`config.mk`:
```
export PLATFORM = sky130hd
export DESIGN_NAME = reference_ramp
export DESIGN_NICKNAME = d
export VERILOG_FILES = /design/src/rtl/reference_ramp.sv
export SDC_FILE = /design/constraint.sdc
export NUM_CORES = 1
export LEC_CHECK = 0
export CAP_MARGIN = 0
export CORE_UTILIZATION = 58
export CTS_CLUSTER_SIZE = 10
export DETAILED_ROUTE_END_ITERATION = 10
export GPL_TIMING_DRIVEN = 0
export HOLD_SLACK_MARGIN = 0.05
export PLACE_DENSITY = 0.82
export SYNTH_ARGS = -nofsm -noshare
export SYNTH_HDL_FRONTEND = slang
export SYNTH_SLANG_ARGS = --single-unit
export TNS_END_PERCENT = 10
```
`constraint.sdc`:
```
create_clock -name clock -period 8.5 [get_ports clock]
set_clock_uncertainty 0.15 [all_clocks]
set_input_delay 1.275 -clock clock [delete_from_list [all_inputs] [get_ports clock]]
set_output_delay 1.275 -clock clock [all_outputs]
set_load 0.03 [all_outputs]
```
`src/rtl/reference_ramp.sv`:
```
// Setpoint slew-rate limiter ahead of the PID reference input: moves the output
// toward the latched target by at most `step` LSB per prescaled tick.
module reference_ramp #(
  parameter int DATA_WIDTH    = 16,
  parameter int DIVIDER_WIDTH = 16
) (
  input  logic                            clock,
  input  logic                            reset,
  input  logic                            enable,
  input  logic signed [DATA_WIDTH-1:0]    target_data,
  input  logic                            target_valid,
  output logic                            target_ready,
  input  logic                            load_now,
  input  logic        [DATA_WIDTH-1:0]    step,
  input  logic        [DIVIDER_WIDTH-1:0] tick_divider,
  output logic signed [DATA_WIDTH-1:0]    out_data,
  output logic                            out_valid,
  input  logic                            out_ready,
  output logic                            ramp_active,
  output logic                            at_target
);

  typedef enum logic {HOLD, RAMP} state_t;

  state_t                          state_q, state_d;
  logic signed [DATA_WIDTH-1:0]    target_q, target_d;
  logic signed [DATA_WIDTH-1:0]    current_q, current_d;
  logic signed [DATA_WIDTH-1:0]    out_data_q, out_data_d;
  logic                            out_valid_q, out_valid_d;
  logic                            ready_q;
  logic        [DIVIDER_WIDTH-1:0] cnt_q, cnt_d;
  logic                            tick;
  logic                            accept;

  // Difference is taken one bit wider so full-scale swings never overflow;
  // the step is applied only when it cannot overshoot, so no wrap is possible.
  function automatic logic signed [DATA_WIDTH-1:0] slew_update(
    input logic signed [DATA_WIDTH-1:0] cur,
    input logic signed [DATA_WIDTH-1:0] tgt,
    input logic        [DATA_WIDTH-1:0] stp
  );
    logic signed [DATA_WIDTH:0] diff;
    logic signed [DATA_WIDTH:0] mag;
    logic signed [DATA_WIDTH:0] stp_w;
    logic signed [DATA_WIDTH:0] nxt;
    diff  = {tgt[DATA_WIDTH-1], tgt} - {cur[DATA_WIDTH-1], cur};
    mag   = (diff < 0) ? -diff : diff;
    stp_w = $signed({1'b0, stp});
    if (mag <= stp_w) begin
      nxt = {tgt[DATA_WIDTH-1], tgt};
    end else if (diff > 0) begin
      nxt = {cur[DATA_WIDTH-1], cur} + stp_w;
    end else begin
      nxt = {cur[DATA_WIDTH-1], cur} - stp_w;
    end
    return nxt[DATA_WIDTH-1:0];
  endfunction

  assign accept = target_valid & ready_q;
  // >= rather than == keeps the prescaler from running the long way round if
  // tick_divider is lowered below the current count.
  assign tick   = enable & (cnt_q >= tick_divider);

  always_comb begin
    cnt_d       = cnt_q;
    target_d    = target_q;
    current_d   = current_q;
    out_data_d  = out_data_q;
    out_valid_d = out_valid_q;
    state_d     = state_q;

    if (!enable)   cnt_d = '0;
    else if (tick) cnt_d = '0;
    else           cnt_d = cnt_q + 1'b1;

    if (accept) target_d = target_data;

    // A tick uses the target latched before this edge; load_now takes the
    // freshest target and overrides any coincident tick.
    if (load_now) begin
      current_d   = target_d;
      out_data_d  = target_d;
      out_valid_d = 1'b1;
    end else if (tick) begin
      current_d   = slew_update(current_q, target_q, step);
      out_data_d  = current_d;
      out_valid_d = 1'b1;
    end else if (out_ready) begin
      out_valid_d = 1'b0;
    end

    state_d = (current_d != target_d) ? RAMP : HOLD;
  end

  always_ff @(posedge clock or negedge reset) begin
    if (!reset) begin
      state_q     <= HOLD;
      target_q    <= '0;
      current_q   <= '0;
      out_data_q  <= '0;
      out_valid_q <= 1'b0;
      ready_q     <= 1'b0;
      cnt_q       <= '0;
    end else begin
      state_q     <= state_d;
      target_q    <= target_d;
      current_q   <= current_d;
      out_data_q  <= out_data_d;
      out_valid_q <= out_valid_d;
      ready_q     <= 1'b1;
      cnt_q       <= cnt_d;
    end
  end

  assign target_ready = ready_q;
  assign out_data     = out_data_q;
  assign out_valid    = out_valid_q;
  assign ramp_active  = (state_q == RAMP);
  assign at_target    = (state_q == HOLD);

endmodule

```
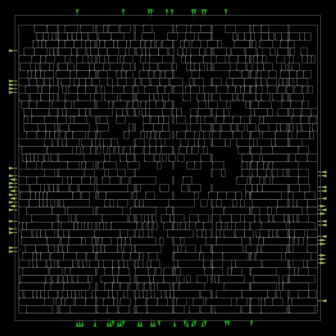
Figure 1: run 1, placement view.
Seq cells: 67
# fillers: 889
CORE AREA: 0.0111 sq mm
FP Rows: 38
Core Util, Final: 72.2%

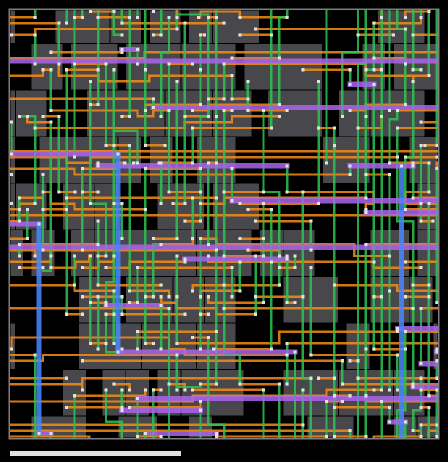
Figure 2: run 1, layout detail.
Scale bar: 10 um. Region (42, 64) to (67, 89) um. Cells in gray, sequential cells in the stronger gray; small squares are vias.
met1: drawn in orange. met4: drawn in blue. met2: drawn in green. met3: drawn in purple.
58 logic cells have their middle in the window. Sequential cells in the window: 0. Most frequent: xnor2_1 (7), o21ai_0 (5).

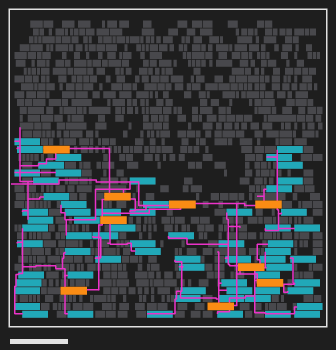
Figure 3: run 1, routed clock nets over the placement.
Scale bar: 20 um.
cells driving clock nets: drawn in orange, count 9. clock wires: drawn in magenta, length 845 um. flip-flops: drawn in cyan, count 67.
There are 10 routed clock nets.
Latency at later pin: 0.34 ns
Clk power: 443 uW
Clk pwr share: 18.9%

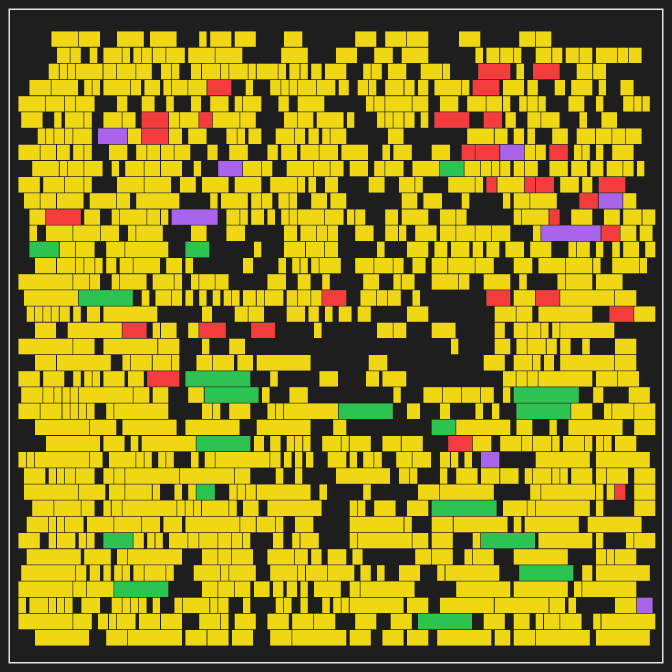
Figure 4: run 1, sizing map.
drive 6 and up: drawn in green, cells 18, share 2.0%. drive 1 or less: drawn in yellow, cells 849, share 94%. drive 3 to 4: drawn in purple, cells 8, share 0.88%. drive 2: drawn in red, cells 30, share 3.3%.
cell area after layout: 0.00800 sq mm
Area Growth Syn to Fin: 19.1%

==> results.json, run 1 <==
{
  "port_buffers": 73,
  "cp.arrival_ns": 8.09,
  "min_period_ns": 8.02,
  "flop_area_sq_mm": 0.00168,
  "via_per_inst": 6.54,
  "totalWireLength_um": 21900,
  "top_area_share_pct": 25.0,
  "warnings": 26,
  "clock_sinks": 67,
  "antenna_found_initial": 0,
  "first_global_vias": 6592,
  "path_class": "reg -> reg",
  "power-per-cell-area_mw_per_mm2": 293,
  "tns_ns": 0,
  "crit_buf_inv": 3,
  "ys_cells": 816,
  "async_flop_share_pct": 100,
  "final_antenna_net_count": 0,
  "crit_family": "AND-OR/OR-AND gates",
  "synth_warnings": 0,
  "end_kind": "flop",
  "fp_util_pct": 60.6,
  "p_leak_uw": 0.00365,
  "path_clk_slew_ns": 0.06,
  "hold_buffers": 0,
  "drc_errors": 0,
  "peakVddDrop_mv": 0.259,
  "min_path_type": "reg -> reg",
  "hold_depth": 2,
  "max-clock-path-buffers": 2,
  "grt_max_degree": 68,
  "cts_made_buffers": 9,
  "top_area_cell": "dfrtp_1",
  "netlist-cell-type-count": 81,
  "clock.fmax_mhz": 125,
  "area_leaders": "dfrtp_1, ha_1, xnor2_1",
  "finalSetupViolCount": 0,
  "slowest_stage": "dfrtp_1",
  "edf_count": 0,
  "place_hpwl_um": 17200,
  "fin_cells": 1045,
  "wl_per_cell_um": 21.0,
  "syn-num-nets": 938,
  "tightest_slew_ns": 0.831,
  "crit_path_max_incr_delay_ns": 0.60,
  "drive_gt1_share_pct": 6.19,
  "netlist_area_sq_mm": 0.00672,
  "pre_cts_ws_ns": 0.344,
  "maxSlewHeadroom_pct": 44.6,
  "dieArea_sq_mm": 0.0120,
  "rsz0062_at_grt": "false",
  "lay_top_count": "nand2_1",
  "placed_cell_area_sq_mm": 0.00762,
  "dr.pass1.iters": 6,
  "vias": 6835,
  "timing.final.crit_share_pct": 94.3,
  "drv_slew": 0,
  "drv_cap": 0,
  "grt_usage_pct": 37.9,
  "finalWorstSetupSlack_ns": 0.481,
  "combGateArea_sq_mm": 0.00465,
  "p_total_uw": 2340,
  "num_io_pins": 74,
  "antennaDiodeCount": 0,
  "cp_max_fo": 10,
  "place_inst": 1029,
  "yosysChipArea_sq_mm": 0.00672,
  "die_h_um": 110,
  "synth.avg_cell_area_sq_um": 8.23,
  "htreeDepth": 3,
  "grt_overflow": 0,
  "grt_pass1_wl_um": 34100,
  "layout_top_cells": "nand2_1, inv_1, clkdlybuf4s50_1",
  "flop_cell": "dfrtp_1",
  "status": "finished clean",
  "die_x_um": 110,
  "gp_congestion": 0.982,
  "cts-root-buf": "clkbuf_16",
  "cts_tree": "built",
  "startpoint_type": "flop",
  "nets": 1022,
  "r2r_cells": 27,
  "final-hold-violation-count": 0,
  "path_depth": 27,
  "cp_data_required_time_ns": 8.57,
  "initialDrtViolationCount": 784,
  "ys_seq_share_pct": 25.0,
  "ys.flops": 67,
  "syn_inst": 816
}
## run 1: sequential cells by signal (all words and copies together) (netlist names)
| name | cells |
|---|---|
| cnt_q | 16 |
| out_data | 16 |
| target_q | 16 |
| current_q | 16 |
| out_valid | 1 |
| target_ready | 1 |
| ramp_active | 1 |
## run 1: report_power, final
group / leakage [uW] / switching (uW) / total [uW] / internal (uW)
registers: 0.000832 / 58.0 / 414 / 356
logic: 0.00264 / 884 / 1480 / 599
clock network: 0.000176 / 139 / 443 / 304
total: 0.00365 / 1080 / 2340 / 1260
## run 1: Yosys cell counts, drive strengths merged (3+ instances only)
master	n
nand2	80
a311oi	3
a211oi	19
buf	7
a21o	16
a22oi	3
nand4	8
xnor2	44
nand3	25
nor3	4
ha	66
a221o	5
o211ai	15
mux2i	25
a2111oi	6
a31oi	5
xor2	22
o31ai	9
nand2b	10
mux2	7
a21boi	4
or3	8
a221oi	9
and2	5
nor4	5
clkbuf	20
o2111ai	4
and3	11
nor2b	9
dfrtp	67
nor2	72
inv	74
o22ai	7
a21oi	36
o21a	15
o21ai	53
## run 1: tightest hold or removal path: cells and delay by family, from the launching register on
| kind | cells | cell delay (ns) |
|---|---|---|
| flip-flops | 1 | 0.34 |
| AND/OR/NAND/NOR | 2 | 0.10 |
## run 1: repair_timing
action / in CTS / in global routing
resized: 0 / 3
setup endpoints to repair: 0 / 2
setup buffers: 0 / 0
## run 1: stage by stage
stage	utilization, %	hold slack (ns)
after detailed placement	68.8	0.319
after floorplan	-	0.325
after global placement	68.8	0.311
final	72.2	0.327
after CTS	72.0	0.331
after global routing	72.2	0.344
## run 1: metal layers
metal  wire length (um)  GRT usage (%)
met1               9370           51.1
met2               9980           60.1
met3               2040           9.13
met4                557           11.7
met5                  0              0
## run 1: cell type report
class	instances	area share [%]
Inverter	74	3.47
Clock buffer	11	3.16
Tap cell	140	2.19
Clock inverter	5	1.35
Buffer	27	1.61
Multi-Input combinational cell	648	58.2
Timing Repair Buffer	73	9.10
Sequential cell	67	21.0
## run 1: worst paths after layout
| check | start | slack, ns | end |
|---|---|---|---|
| max | current_q[1] | 0.48 | ramp_active |
| min | out_data[15] | 0.33 | out_data[15] |
| max reg2reg | current_q[1] | 0.48 | ramp_active |
| min reg2reg | out_data[15] | 0.33 | out_data[15] |
| max in group asynchronous | reset | 6.77 | cnt_q[8] |
| min in group asynchronous | reset | 0.88 | target_ready |
## run 1: logic make-up (layout without fill, tap and decap cells)
kind of cell | Yosys count | after routing | synth area share (%)
other | 1 | 1 | 0.0558
buffers and inverters | 101 | 190 | 6.05
adder cells (fa/ha/maj) | 68 | 68 | 12.9
multiplexers | 32 | 32 | 4.90
AND/OR/NAND/NOR | 249 | 249 | 17.8
AND-OR/OR-AND | 232 | 232 | 24.7
flip-flops | 67 | 67 | 25.0
XOR/XNOR | 66 | 66 | 8.72
Figure 5. Routed metal per tile (run 1).
22 x 22 tiles, from dark blue (low) to red (high), scaled to the fullest tile. Values are wire area over tile area, all layers added.
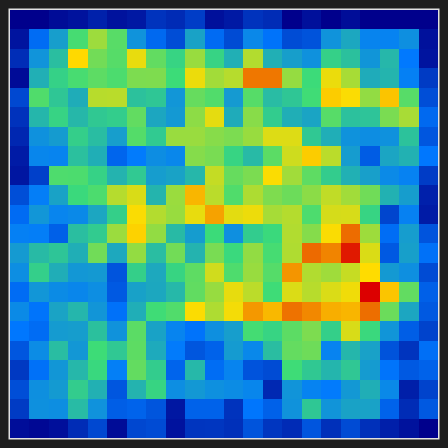

==> run 2: changes to the inputs <==
ABC_CLOCK_PERIOD_IN_PS = 8500   (was unset)
CORE_ASPECT_RATIO = 0.7   (was unset)
CTS_CLUSTER_DIAMETER = 150   (was unset)
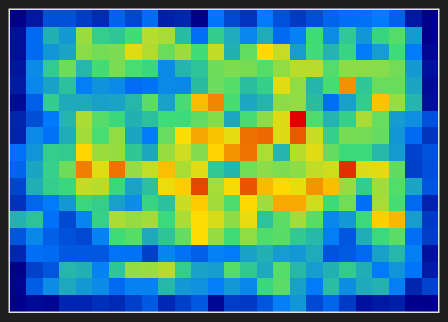
Figure 6: run 2, routed metal per tile.
26 x 18 tiles, from dark blue (low) to red (high), scaled to the fullest tile. Values are wire area over tile area, all layers added.
The emptiest ninth of the die: lower left. The densest ninth of the die: center. 36% of the tiles are over half the peak. 2.6% of the tiles are nearly empty.
GRT Util Overall: 38.8%
vias: 6796
Routed Wire Length: 22300 um
Wirelength per Cell: 21.1 um

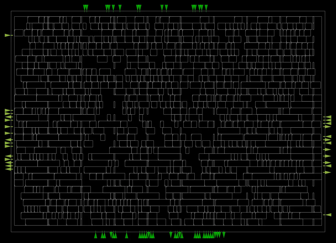
Figure 7: run 2, placement view.
# fillers: 923
Seq/total area: 21.1%
FP Rows: 32
Core Util, Final: 71.2%

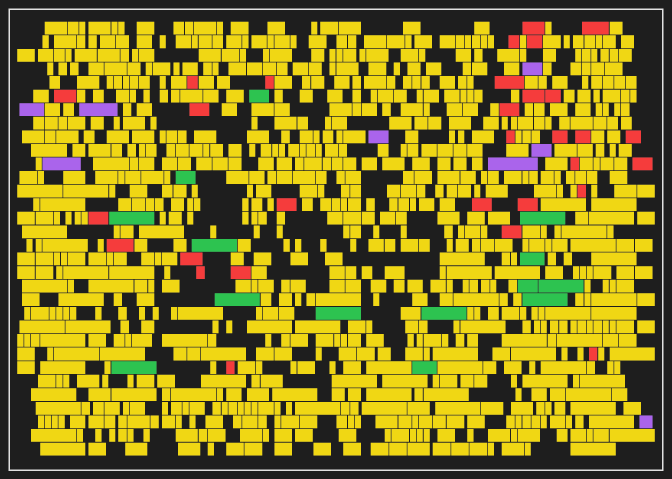
Figure 8: run 2, sizing map.
drive 6 and up: drawn in green, cells 14, share 1.5%. drive 1 or less: drawn in yellow, cells 853, share 94%. drive 3 to 4: drawn in purple, cells 8, share 0.88%. drive 2: drawn in red, cells 30, share 3.3%.
Area Growth Syn to Fin: 18.0%
bufs w/o clock: 100

==> results.json, run 2 <==
{
  "status": "finished clean",
  "use_met2_pct": 55.5,
  "r2r_slack_ns": 0.49,
  "min_period_ns": 8.01,
  "hold_depth": 2,
  "nets": 1022,
  "yosysChipArea_sq_mm": 0.00672,
  "cp_data_required_time_ns": 8.55,
  "r2r_end": "ramp_active",
  "place_inst": 1042,
  "hold_buffers": 0,
  "cp_max_fo": 10,
  "crit_family": "AND-OR/OR-AND gates",
  "lay_top_count": "nand2_1",
  "core-area_sq_mm": 0.0111,
  "syn-num-nets": 938,
  "final_antenna_net_count": 0,
  "warnings": 26,
  "dr.pass1.iters": 5,
  "initialDrtViolationCount": 694,
  "port_buffers": 73,
  "synth.avg_cell_area_sq_um": 8.23,
  "cts-root-buf": "clkbuf_16",
  "ys_cells": 816,
  "fp_util_pct": 60.4,
  "cp.arrival_ns": 8.06,
  "clock.fmax_mhz": 125,
  "r2r_cells": 28,
  "path_class": "reg -> reg",
  "peakVddDrop_mv": 0.157,
  "common_cells": "nand2_1, inv_1, nor2_1",
  "hp-start": "out_data[1]",
  "top_area_cell": "dfrtp_1",
  "grt_overflow": 0,
  "postCtsSetupBuffers": 0,
  "die_h_um": 92.0,
  "path_clk_slew_ns": 0.05,
  "slowest_stage": "a211oi_1",
  "drive_gt1_share_pct": 5.75,
  "first_global_vias": 6444,
  "crit_path_max_incr_delay_ns": 0.50,
  "cts_tree": "built",
  "htreeDepth": 3,
  "final-hold-violation-count": 0,
  "tns_ns": 0,
  "fin_cells": 1058,
  "end_kind": "flop",
  "clock_sinks": 67,
  "cts_resized": 0,
  "drc_errors": 0,
  "p_total_uw": 2240,
  "ys.flops": 67,
  "die_x_um": 131,
  "via_per_inst": 6.42,
  "rsz0062_at_grt": "false",
  "maxSlewHeadroom_pct": 45.1,
  "dieArea_sq_mm": 0.0120,
  "syn_inst": 816,
  "worstSkewPairLatency_ns": 0.33,
  "grt_pass1_wl_um": 35000,
  "gr-usage-met3_pct": 11.8,
  "busiest_layer": "met1",
  "min_path_type": "reg -> reg",
  "top_area_share_pct": 25.0,
  "whs_endpoint": "out_data[1]",
  "drv_cap": 0,
  "yosysMostFrequentCell": "nand2_1",
  "p_leak_uw": 0.00361,
  "layout_top_cells": "nand2_1, inv_1, clkdlybuf4s50_1",
  "timing.final.crit_share_pct": 94.3,
  "netlist_area_sq_mm": 0.00672,
  "antenna_found_initial": 0,
  "antennaDiodeCount": 0,
  "startpoint_type": "flop",
  "area_leaders": "dfrtp_1, ha_1, xnor2_1",
  "flop_cell": "dfrtp_1",
  "place_hpwl_um": 17900,
  "power-per-cell-area_mw_per_mm2": 282,
  "finalSetupViolCount": 0,
  "drv_slew": 0,
  "cts_made_buffers": 9,
  "grt_max_degree": 68,
  "crit_buf_inv": 4,
  "ys_seq_share_pct": 25.0
}
run 2: cell counts after synthesis:
Identical to the previous run, type by type.
run 2: logic make-up (layout without fill, tap and decap cells):
family          count (synthesis)  after routing  share of synthesized area, %
compound gates                232            232                          24.7
mux                            32             32                          4.90
simple gates                  249            249                          17.8
buf+inv                       101            190                          6.05
xor+xnor                       66             66                          8.72
other cells                     1              1                        0.0558
flops                          67             67                          25.0
fa+ha+maj                      68             68                          12.9
run 2: stage by stage:
step | hold WS [ns] | area, sq um | setup slack [ns]
after CTS | 0.334 | 7910 | 0.310
after global routing | 0.352 | 7930 | 0.101
after global placement | 0.311 | 7640 | 0.538
after floorplan | 0.325 | 6720 | 2.29
final | 0.331 | 7930 | 0.486
after detailed placement | 0.313 | 7640 | 0.355
run 2: final cells by class:
type,count,area (sq um),area share [%]
flip-flops and latches,67,1680,21.1
well taps,153,191,2.41
clock buffers,14,264,3.33
multi-input cells,648,4650,58.6
plain buffers,27,130,1.64
repair buffers,73,728,9.19
inverters,74,278,3.50
clock inverters,2,10.0,0.126
run 2: worst max path at each step:
stage,from,to,slack [ns],cells after the start
after detailed placement,current_q[1],ramp_active,0.35,27
after floorplan,current_q[5],ramp_active,2.29,28
after global routing,current_q[8],ramp_active,0.10,28
after CTS,current_q[1],ramp_active,0.31,27
final,current_q[8],ramp_active,0.49,28
after global placement,current_q[1],ramp_active,0.54,27
run 2: routing by layer:
layer,routed length [um],share of wire (%)
met4,256,1.1
met2,9170,41
met5,0,0
met3,2640,12
met1,10200,46
run 2: worst register-to-register path, delay by kind of cell, from the launching register on:
kind / cells / cell delay (ns)
AND-OR/OR-AND: 12 / 3.83
AND/OR/NAND/NOR: 7 / 1.52
buffers and inverters: 4 / 0.83
adder cells (fa/ha/maj): 2 / 0.60
flip-flops: 1 / 0.48
XOR/XNOR: 2 / 0.34
multiplexers: 1 / 0.15
run 2: power breakdown:
group          internal (uW)  switching (uW)  total (uW)
logic                    597             886        1480
registers                356            54.4         411
clock network            213             131         343
Figure 9. Routed clock nets over the placement (run 2).
Scale bar: 50 um.
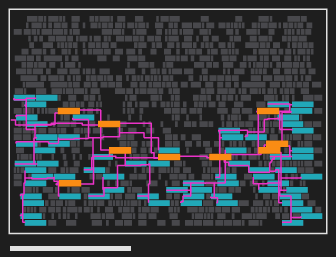

==> run 3: changes to the inputs <==
GPL_ROUTABILITY_DRIVEN = 0   (was unset)
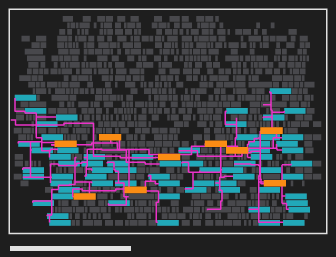
Figure 10: run 3, routed clock nets over the placement.
Scale bar: 50 um.
Clk power: 460 uW
Clk pwr share: 19.5%

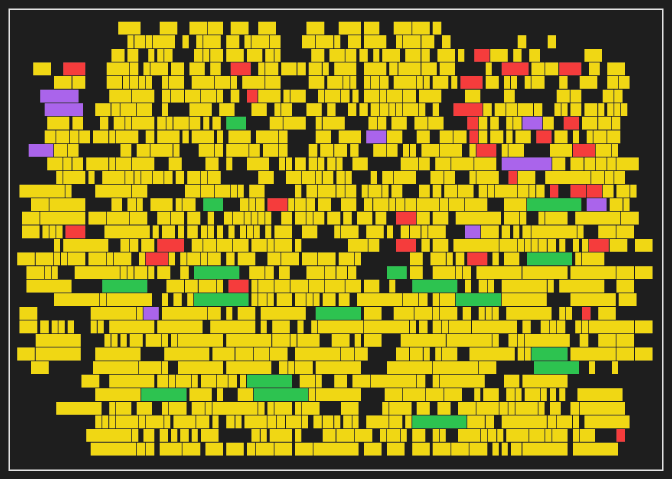
Figure 11: run 3, sizing map.
drive 3 to 4: drawn in purple, cells 9, share 0.99%. drive 6 and up: drawn in green, cells 17, share 1.9%. drive 1 or less: drawn in yellow, cells 851, share 94%. drive 2: drawn in red, cells 29, share 3.2%.
cell area after layout: 0.00804 sq mm
Area Growth Syn to Fin: 19.7%
worst setup margin: 0.446 ns
bufs w/o clock: 101

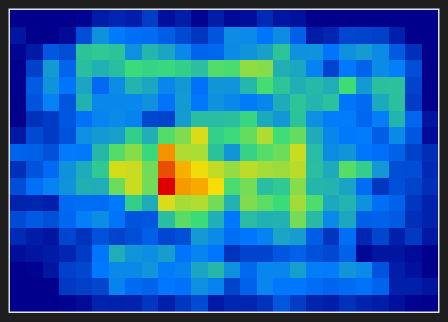
Figure 12: run 3, routed metal per tile.
26 x 18 tiles, from dark blue (low) to red (high), scaled to the fullest tile. Values are wire area over tile area, all layers added.
The densest ninth of the die: center. The fullest tile reaches 1.2. 8.8% of the tiles are nearly empty. The mean over all tiles is 0.31.
Wirelength per Cell: 20.4 um
GRT Util Overall: 37.1%

==> results.json, run 3 <==
{
  "worstSkewPairLatency_ns": 0.34,
  "grt_pass1_wl_um": 34000,
  "switchingPower_uw": 1080,
  "syn-num-nets": 938,
  "clock_sinks": 67,
  "p_total_uw": 2360,
  "cts-root-buf": "clkbuf_16",
  "mux_share_pct": 4.90,
  "first_global_vias": 6667,
  "die_h_um": 92.0,
  "antennaDiodeCount": 0,
  "dieArea_sq_mm": 0.0120,
  "postCtsSetupBuffers": 0,
  "drc_errors": 11,
  "syn_inst": 816,
  "vias": 6915,
  "logic_family": "AND-OR/OR-AND gates",
  "power_switching_share_pct": 45.9,
  "drive_gt1_share_pct": 6.07,
  "p_leak_uw": 0.00366,
  "use_met2_pct": 55.6,
  "gr-usage-met3_pct": 11.7,
  "timing.final.crit_share_pct": 94.8,
  "end_kind": "flop",
  "seq_power_share_pct": 17.4,
  "ys_cells": 816,
  "initialDrtViolationCount": 895,
  "r2r_slack_ns": 0.45,
  "status": "finished with violations",
  "hold_depth": 2,
  "power-per-cell-area_mw_per_mm2": 293,
  "synth.avg_cell_area_sq_um": 8.23,
  "nets": 1023,
  "grt_max_degree": 43,
  "fp_util_pct": 60.4,
  "core-area_sq_mm": 0.0111,
  "cp-startpoint": "current_q[5]",
  "p_int_uw": 1270,
  "final-hold-violation-count": 0,
  "drv_cap": 0,
  "drv_slew": 0,
  "fin_cells": 1059,
  "combinationalPowerShare_pct": 63.1,
  "yosysMostFrequentCell": "nand2_1",
  "cts_tree": "built",
  "violations": "DRC",
  "warnings": 26,
  "tns_ns": 0,
  "lay_top_count": "nand2_1",
  "yosysChipArea_sq_mm": 0.00672,
  "cts_made_buffers": 9,
  "top_area_cell": "dfrtp_1",
  "busiest_layer": "met2",
  "maxSlewHeadroom_pct": 51.4,
  "crit_end": "ramp_active",
  "hp-start": "out_data[2]",
  "finalSetupViolCount": 0,
  "peakVddDrop_mv": 0.169,
  "r2r_cells": 28,
  "layout_top_cells": "nand2_1, inv_1, clkdlybuf4s50_1",
  "clock.fmax_mhz": 124,
  "simple_gate_share_pct": 17.8,
  "totalWireLength_um": 21700,
  "flop_cell": "dfrtp_1",
  "path_class": "reg -> reg",
  "crit_path_max_incr_delay_ns": 0.60,
  "synth.cellmix.xorXnorShare_pct": 8.72,
  "adder_share_pct": 12.9,
  "slowest_stage": "a311oi_1",
  "n_fill_cell": 865,
  "grt_overflow": 0,
  "place_inst": 1043,
  "top_area_share_pct": 25.0,
  "die_x_um": 131,
  "min_path_type": "reg -> reg"
}
[run 3: cell counts after synthesis]
No cell type changed its count.
[run 3: layer usage]
metal | vias up | routed length (um)
met5 | - | 12
met4 | 2 | 504
met3 | 76 | 2820
met2 | 433 | 9110
met1 | 3273 | 9210
li1 | 3131 | -
[run 3: area by class of cell]
class                      count  area (sq um)  share of cell area (%)
buffer                        27           129                    1.60
clock buffer                  10           229                    2.85
clock inverter                 6           138                    1.71
inverter                      74           278                    3.45
multi-input combinational    648          4650                    57.9
sequential                    67          1680                    20.8
tap                          153           191                    2.38
timing repair buffer          74           746                    9.27
[run 3: timing repair]
item,CTS,global route
gates resized,0,3
setup endpoints to repair,0,1
hold endpoints to repair,0,0
[run 3: cells by family after synthesis]
group | Yosys count
flops | 67
simple gates | 249
compound gates | 232
fa+ha+maj | 68
buf+inv | 101
mux | 32
other cells | 1
xor+xnor | 66
[run 3: worst min path at each step]
stage	slack (ns)	endpoint
finish	0.33	out_data[2]
global route	0.36	out_data[2]
CTS	0.34	out_data[14]
detailed placement	0.31	out_data[2]
global placement	0.31	out_data[2]
floorplan	0.32	current_q[3]
[run 3: critical path: cells and delay by family (launching register included)]
family                   cells  cell delay [ns]
AND/OR/NAND/NOR              7             1.56
buffers and inverters        5             1.01
flip-flops                   1             0.45
adder cells (fa/ha/maj)      2             0.54
XOR/XNOR                     1             0.16
AND-OR/OR-AND               13             4.05
[run 3: metrics by stage]
step | utilization [%] | area, sq um | hold WS [ns]
6_report | 72.2 | 8040 | 0.333
5_1_grt | 72.2 | 8040 | 0.364
3_5_place_dp | 68.8 | 7650 | 0.313
2_1_floorplan | - | 6720 | 0.325
4_1_cts | 72.1 | 8020 | 0.337
3_3_place_gp | 68.6 | 7640 | 0.311
[run 3: power by group through the flow]
stage	logic, uW	registers, uW	clock network (uW)
after floorplan	1030	416	0
after detailed placement	1410	410	0
after global placement	1350	409	0
final	1490	410	460
after global routing	1590	411	474
after CTS	1430	406	460
Power is estimated from default activity; no workload was simulated.
